Clock wires, drivers and flops:
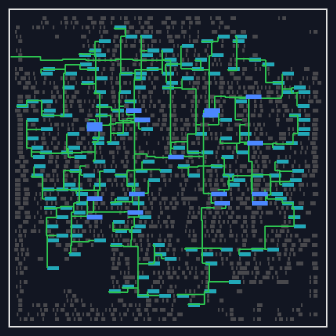
Drive-strength map:
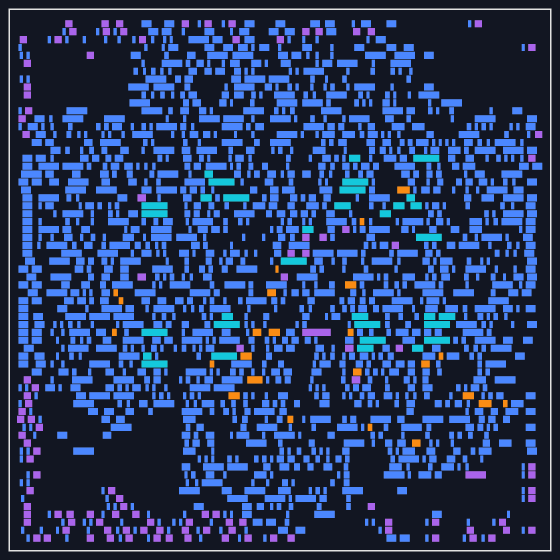
<file path="config.mk">
export PLATFORM = sky130hd
export DESIGN_NAME = rx_lbuf_fill_flat
export DESIGN_NICKNAME = d
export VERILOG_FILES = /design/src/rtl/rx_lbuf_fill_if.sv /design/src/rtl/rx_lbuf_fill.sv /design/src/flat_wrapper.sv
export SDC_FILE = /design/constraint.sdc
export NUM_CORES = 1
export LEC_CHECK = 0
export CAP_MARGIN = 20
export CELL_PAD_IN_SITES_DETAIL_PLACEMENT = 1
export CELL_PAD_IN_SITES_GLOBAL_PLACEMENT = 2
export CORE_MARGIN = 2
export CORE_UTILIZATION = 31
export DETAILED_ROUTE_END_ITERATION = 10
export GPL_TIMING_DRIVEN = 0
export PLACE_DENSITY = 0.84
export SYNTH_ARGS = -nofsm -noshare
export SYNTH_HDL_FRONTEND = slang
export SYNTH_SLANG_ARGS = --single-unit
</file>
<file path="constraint.sdc">
create_clock -name clk -period 15.5 [get_ports clk]
set_input_delay 3.1 -clock clk [delete_from_list [all_inputs] [get_ports clk]]
set_output_delay 3.1 -clock clk [all_outputs]
set_load 0.02 [all_outputs]
</file>
<file path="src/rtl/rx_lbuf_fill_if.sv">
// Handshake bundle of rx_lbuf_fill: lbuf grant/return, chunk request/grant, write-done, header write.
// The slave modport is the buffer filler; master is the provider / write engine side.
interface rx_lbuf_fill_if;
  logic [63:0] lbuf_addr;
  logic        lbuf_en;
  logic        lbuf64b;
  logic        lbuf_dn;
  logic        chnk_req;
  logic [12:0] chnk_len;
  logic        chnk_gnt;
  logic [63:0] chnk_addr;
  logic        chnk_64b;
  logic        wr_done;
  logic        hdr_req;
  logic [63:0] hdr_addr;
  logic [31:0] hdr_used;
  logic        hdr_ack;

  modport slave (
    input  lbuf_addr, lbuf_en, lbuf64b, chnk_req, chnk_len, wr_done, hdr_ack,
    output lbuf_dn, chnk_gnt, chnk_addr, chnk_64b, hdr_req, hdr_addr, hdr_used
  );

  modport master (
    output lbuf_addr, lbuf_en, lbuf64b, chnk_req, chnk_len, wr_done, hdr_ack,
    input  lbuf_dn, chnk_gnt, chnk_addr, chnk_64b, hdr_req, hdr_addr, hdr_used
  );
endinterface

</file>
<file path="src/rtl/rx_lbuf_fill.sv">
// rx_lbuf_fill: carves a granted lbuf into chunk write addresses, tracks writes in flight and
// returns the lbuf on full or idle timeout. Define RX_LBUF_HDR_EN for the leading header write.
module rx_lbuf_fill #(
  parameter int unsigned LBUF_SIZE_LOG2 = 21,
  parameter int unsigned TIMEOUT_CYC    = 1000,
  parameter int unsigned MAX_OUTST      = 16,
  parameter int unsigned HDR_BYTES      = 64
) (
  input logic           clk,
  input logic           rst,
  rx_lbuf_fill_if.slave bus
);

`ifdef RX_LBUF_HDR_EN
  localparam bit HdrEn = 1'b1;
`else
  localparam bit HdrEn = 1'b0;
`endif

  localparam int unsigned OffW = LBUF_SIZE_LOG2 + 1;
  // Room for offset + chunk length without overflow, whatever the lbuf size.
  localparam int unsigned SumW = ((OffW > 13) ? OffW : 13) + 1;
  localparam int unsigned OutW = $clog2(MAX_OUTST + 1);
  localparam int unsigned TmrW = $clog2(TIMEOUT_CYC + 1);

  localparam logic [OffW-1:0] LbufFull = OffW'(1) << LBUF_SIZE_LOG2;
  localparam logic [OffW-1:0] Start    = HdrEn ? OffW'(HDR_BYTES) : '0;
  localparam logic [OutW-1:0] OutMax   = OutW'(MAX_OUTST);
  localparam logic [TmrW-1:0] TmrMax   = TmrW'(TIMEOUT_CYC);

  typedef enum logic [2:0] {
    StIdle,
    StArmed,
    StFlush,
    StHdr,
    StDone,
    StGap
  } state_e;

  state_e          state_q;
  logic [63:0]     base_q;
  logic [OffW-1:0] offset_q;
  logic [OutW-1:0] outst_q;
  logic [TmrW-1:0] timer_q;
  logic            lbuf_dn_q;
  logic            chnk_gnt_q;
  logic [63:0]     chnk_addr_q;
  logic            chnk_64b_q;
`ifdef RX_LBUF_HDR_EN
  logic            hdr_req_q;
  logic [31:0]     hdr_used_q;
`endif

  logic            req_live;
  logic            fits;
  logic            room;
  logic            grant;
  logic            done_dec;
  logic            has_data;
  logic            timed_out;
  logic [SumW-1:0] end_off;
  logic [63:0]     addr_sum;
  logic [OutW-1:0] outst_d;

  always_comb begin
    // The request is still high in the grant cycle; it belongs to the chunk just granted.
    req_live  = bus.chnk_req & ~chnk_gnt_q;
    end_off   = SumW'(offset_q) + SumW'(bus.chnk_len);
    fits      = end_off <= SumW'(LbufFull);
    room      = outst_q < OutMax;
    grant     = (state_q == StArmed) & req_live & fits & room;
    done_dec  = bus.wr_done & (outst_q != '0);
    has_data  = offset_q > Start;
    timed_out = has_data & (timer_q == TmrMax);
    addr_sum  = base_q + 64'(offset_q);

    unique case ({grant, done_dec})
      2'b10:   outst_d = outst_q + OutW'(1);
      2'b01:   outst_d = outst_q - OutW'(1);
      default: outst_d = outst_q;
    endcase
  end

  always_ff @(posedge clk) begin
    if (rst) begin
      state_q     <= StIdle;
      base_q      <= '0;
      offset_q    <= '0;
      outst_q     <= '0;
      timer_q     <= '0;
      lbuf_dn_q   <= 1'b0;
      chnk_gnt_q  <= 1'b0;
      chnk_addr_q <= '0;
      chnk_64b_q  <= 1'b0;
`ifdef RX_LBUF_HDR_EN
      hdr_req_q   <= 1'b0;
      hdr_used_q  <= '0;
`endif
    end else begin
      outst_q    <= outst_d;
      chnk_gnt_q <= grant;
      lbuf_dn_q  <= 1'b0;

      unique case (state_q)
        StIdle: begin
          if (bus.lbuf_en) begin
            base_q     <= bus.lbuf_addr;
            chnk_64b_q <= bus.lbuf64b;
            offset_q   <= Start;
            timer_q    <= '0;
            state_q    <= StArmed;
          end
        end

        StArmed: begin
          if (grant) begin
            chnk_addr_q <= chnk_64b_q ? addr_sum : {32'h0, addr_sum[31:0]};
            offset_q    <= end_off[OffW-1:0];
            timer_q     <= '0;
          end else if (req_live) begin
            // A chunk that cannot fit stays pending for the next lbuf.
            if (!fits) begin
              state_q <= StFlush;
            end
          end else if ((offset_q == LbufFull) || timed_out) begin
            state_q <= StFlush;
          end else if (!bus.chnk_req && has_data && (timer_q != TmrMax)) begin
            timer_q <= timer_q + TmrW'(1);
          end
        end

        StFlush: begin
          if (outst_q == '0) begin
`ifdef RX_LBUF_HDR_EN
            hdr_req_q  <= 1'b1;
            hdr_used_q <= 32'(offset_q);
            state_q    <= StHdr;
`else
            lbuf_dn_q  <= 1'b1;
            state_q    <= StDone;
`endif
          end
        end

        StHdr: begin
`ifdef RX_LBUF_HDR_EN
          if (bus.hdr_ack) begin
            hdr_req_q <= 1'b0;
            lbuf_dn_q <= 1'b1;
            state_q   <= StDone;
          end
`else
          lbuf_dn_q <= 1'b1;
          state_q   <= StDone;
`endif
        end

        StDone: state_q <= StGap;

        // Provider still holds lbuf_en for one cycle after lbuf_dn.
        StGap: state_q <= StIdle;

        default: state_q <= StIdle;
      endcase
    end
  end

  assign bus.lbuf_dn   = lbuf_dn_q;
  assign bus.chnk_gnt  = chnk_gnt_q;
  assign bus.chnk_addr = chnk_addr_q;
  assign bus.chnk_64b  = chnk_64b_q;

`ifdef RX_LBUF_HDR_EN
  assign bus.hdr_req  = hdr_req_q;
  assign bus.hdr_addr = base_q;
  assign bus.hdr_used = hdr_used_q;
`else
  logic unused_hdr_ack;
  assign unused_hdr_ack = bus.hdr_ack;
  assign bus.hdr_req    = 1'b0;
  assign bus.hdr_addr   = '0;
  assign bus.hdr_used   = '0;
`endif

endmodule

</file>
<file path="src/flat_wrapper.sv">
// flat-port wrapper written by rule: the top's interface ports become plain ports
module rx_lbuf_fill_flat 
#(
  parameter int unsigned LBUF_SIZE_LOG2 = 21,
  parameter int unsigned TIMEOUT_CYC    = 1000,
  parameter int unsigned MAX_OUTST      = 16,
  parameter int unsigned HDR_BYTES      = 64
)
  (clk, rst, bus_lbuf_addr, bus_lbuf_en, bus_lbuf64b, bus_chnk_req, bus_chnk_len, bus_wr_done, bus_hdr_ack, bus_lbuf_dn, bus_chnk_gnt, bus_chnk_addr, bus_chnk_64b, bus_hdr_req, bus_hdr_addr, bus_hdr_used);
  rx_lbuf_fill_if bus_i ();
  input logic clk;
  input logic rst;
  input wire logic [$bits(bus_i.lbuf_addr)-1:0] bus_lbuf_addr;
  input wire logic [$bits(bus_i.lbuf_en)-1:0] bus_lbuf_en;
  input wire logic [$bits(bus_i.lbuf64b)-1:0] bus_lbuf64b;
  input wire logic [$bits(bus_i.chnk_req)-1:0] bus_chnk_req;
  input wire logic [$bits(bus_i.chnk_len)-1:0] bus_chnk_len;
  input wire logic [$bits(bus_i.wr_done)-1:0] bus_wr_done;
  input wire logic [$bits(bus_i.hdr_ack)-1:0] bus_hdr_ack;
  output wire logic [$bits(bus_i.lbuf_dn)-1:0] bus_lbuf_dn;
  output wire logic [$bits(bus_i.chnk_gnt)-1:0] bus_chnk_gnt;
  output wire logic [$bits(bus_i.chnk_addr)-1:0] bus_chnk_addr;
  output wire logic [$bits(bus_i.chnk_64b)-1:0] bus_chnk_64b;
  output wire logic [$bits(bus_i.hdr_req)-1:0] bus_hdr_req;
  output wire logic [$bits(bus_i.hdr_addr)-1:0] bus_hdr_addr;
  output wire logic [$bits(bus_i.hdr_used)-1:0] bus_hdr_used;
  assign bus_i.lbuf_addr = bus_lbuf_addr;
  assign bus_i.lbuf_en = bus_lbuf_en;
  assign bus_i.lbuf64b = bus_lbuf64b;
  assign bus_i.chnk_req = bus_chnk_req;
  assign bus_i.chnk_len = bus_chnk_len;
  assign bus_i.wr_done = bus_wr_done;
  assign bus_i.hdr_ack = bus_hdr_ack;
  assign bus_lbuf_dn = bus_i.lbuf_dn;
  assign bus_chnk_gnt = bus_i.chnk_gnt;
  assign bus_chnk_addr = bus_i.chnk_addr;
  assign bus_chnk_64b = bus_i.chnk_64b;
  assign bus_hdr_req = bus_i.hdr_req;
  assign bus_hdr_addr = bus_i.hdr_addr;
  assign bus_hdr_used = bus_i.hdr_used;
  rx_lbuf_fill #(.LBUF_SIZE_LOG2(LBUF_SIZE_LOG2), .TIMEOUT_CYC(TIMEOUT_CYC), .MAX_OUTST(MAX_OUTST), .HDR_BYTES(HDR_BYTES)) u_core (.clk(clk), .rst(rst), .bus(bus_i));
endmodule
</file>
==> qor.txt <==
DRT antenna net count -> 0
Clk pin slew, worst setup/hold paths -> 80 ps
Worst Path Buf+Inv -> 7
global-route wire length before repair -> 54,400 um
CP endpoint -> u_core.outst_q[4]
Cell Chain, Critical Path -> clkdlybuf4s50_1 -> ha_1 -> inv_1 -> fa_1 -> nand2b_2 -> a211oi_4 -> o21ai_0 -> a211oi_1 -> mux2_2 -> nor4b_1 -> nand4bb_4 -> a21boi_2 -> inv_2 -> buf_6 -> buf_2 -> ha_1 -> inv_1 -> fa_1 -> inv_1 -> a21o_1 -> a21oi_1 -> xnor2_1 -> or3_1 -> a21oi_1
status -> finished, final reports clean
M1 WL -> 15,900 um
fraction of registers with async set/reset -> 0%
Leak -> 5.21 nW
DR pass1 iterations -> 4
CTS tree -> yes
Worst Path Max Fanout -> 10
area leader, netlist -> dfxtp_1
Post-synth regs -> 171
P_seq -> 0.000552 W
critical path class -> in -> reg
CTS H-Tree Depth -> 4
Cell Area, Placed -> 12,600 sq um
delay-heaviest family, CP -> AND-OR/OR-AND gates
M2 GR Usage -> 35.8%
DRC Markers -> 0
XOR/XNOR Area Share -> 5.91%
fin cells -> 2,023
Net Sw Frac -> 39.8%
worst hold slack -> 454 ps
mux frac, synth -> 0.722%
and+or+nand+nor area frac -> 22.5%
reg2reg path depth -> 23
post-detail-place hpwl -> 28,000 um
Critical Path End Type -> flip-flop
placed instance count -> 1,990
crit path from -> bus_chnk_len[0]
Yosys Instances -> 1,303
GRT met1 Usage -> 25.5%
Slew Limit Fails -> 0
Mean Syn Cell Area -> 7.85 sq um
Routability Congestion -> 0.851
FA/HA/MAJ Cells, Area Fraction -> 5.60%
largest net degree at the start of global routing -> 20
Top Metal Used -> met4
Slew HR -> 30.7%
Clock Path Buffers -> 2
CP peak stage delay -> 660 ps
num rows -> 66
dpl ws -> 6520 ps
Back to the opening pictures, 'clock wires, drivers and flops':
legend:
  cells driving clock nets:
    color: blue
    count: 17
  clock wires:
    color: green
    length: 2,510 um
  flip-flops:
    color: cyan
    count: 171
routed clock nets: 18
P_clk: 0.000440 W
Late-Pin Clk Latency: 440 ps
worst clock skew: 14.6 ps

Back to the opening pictures, 'drive-strength map':
legend:
  drive 3 to 4:
    color: purple
    cells: 112
    share: 7.1%
    most_used: buf_4
  drive 6 and up:
    color: cyan
    cells: 33
    share: 2.1%
    most_used: clkbuf_16
  drive 1 or less:
    color: blue
    cells: 1,411
    share: 89%
    most_used: nand2_1
  drive 2:
    color: orange
    cells: 24
    share: 1.5%
    most_used: buf_2
Layout area overhead: 29.4%
Final WS setup: 6900 ps
final instance area: 13,200 sq um
number of non-clock buffers in the layout: 313

[flip-flops by register name (all words and copies together), names as in the netlist]
| name | count |
|---|---|
| u_core.bus.chnk_64b | 1 |
| u_core.offset_q | 22 |
| u_core.bus.chnk_addr | 64 |
| u_core.state_q | 3 |
| u_core.bus.chnk_gnt | 1 |
| u_core.bus.lbuf_dn | 1 |
| u_core.outst_q | 5 |
| u_core.timer_q | 10 |
| u_core.base_q | 64 |
[cell type report]
class	instances	area, sq um
sequential	171	3420
multi-input combinational	1035	6010
inverter	29	109
clock buffer	17	425
antenna	1	2.50
timing repair buffer	149	1490
fill	4049	19300
buffer	164	1050
clock inverter	15	170
tap	442	553
No activity file was given, so power comes from the tool's default toggle rates.
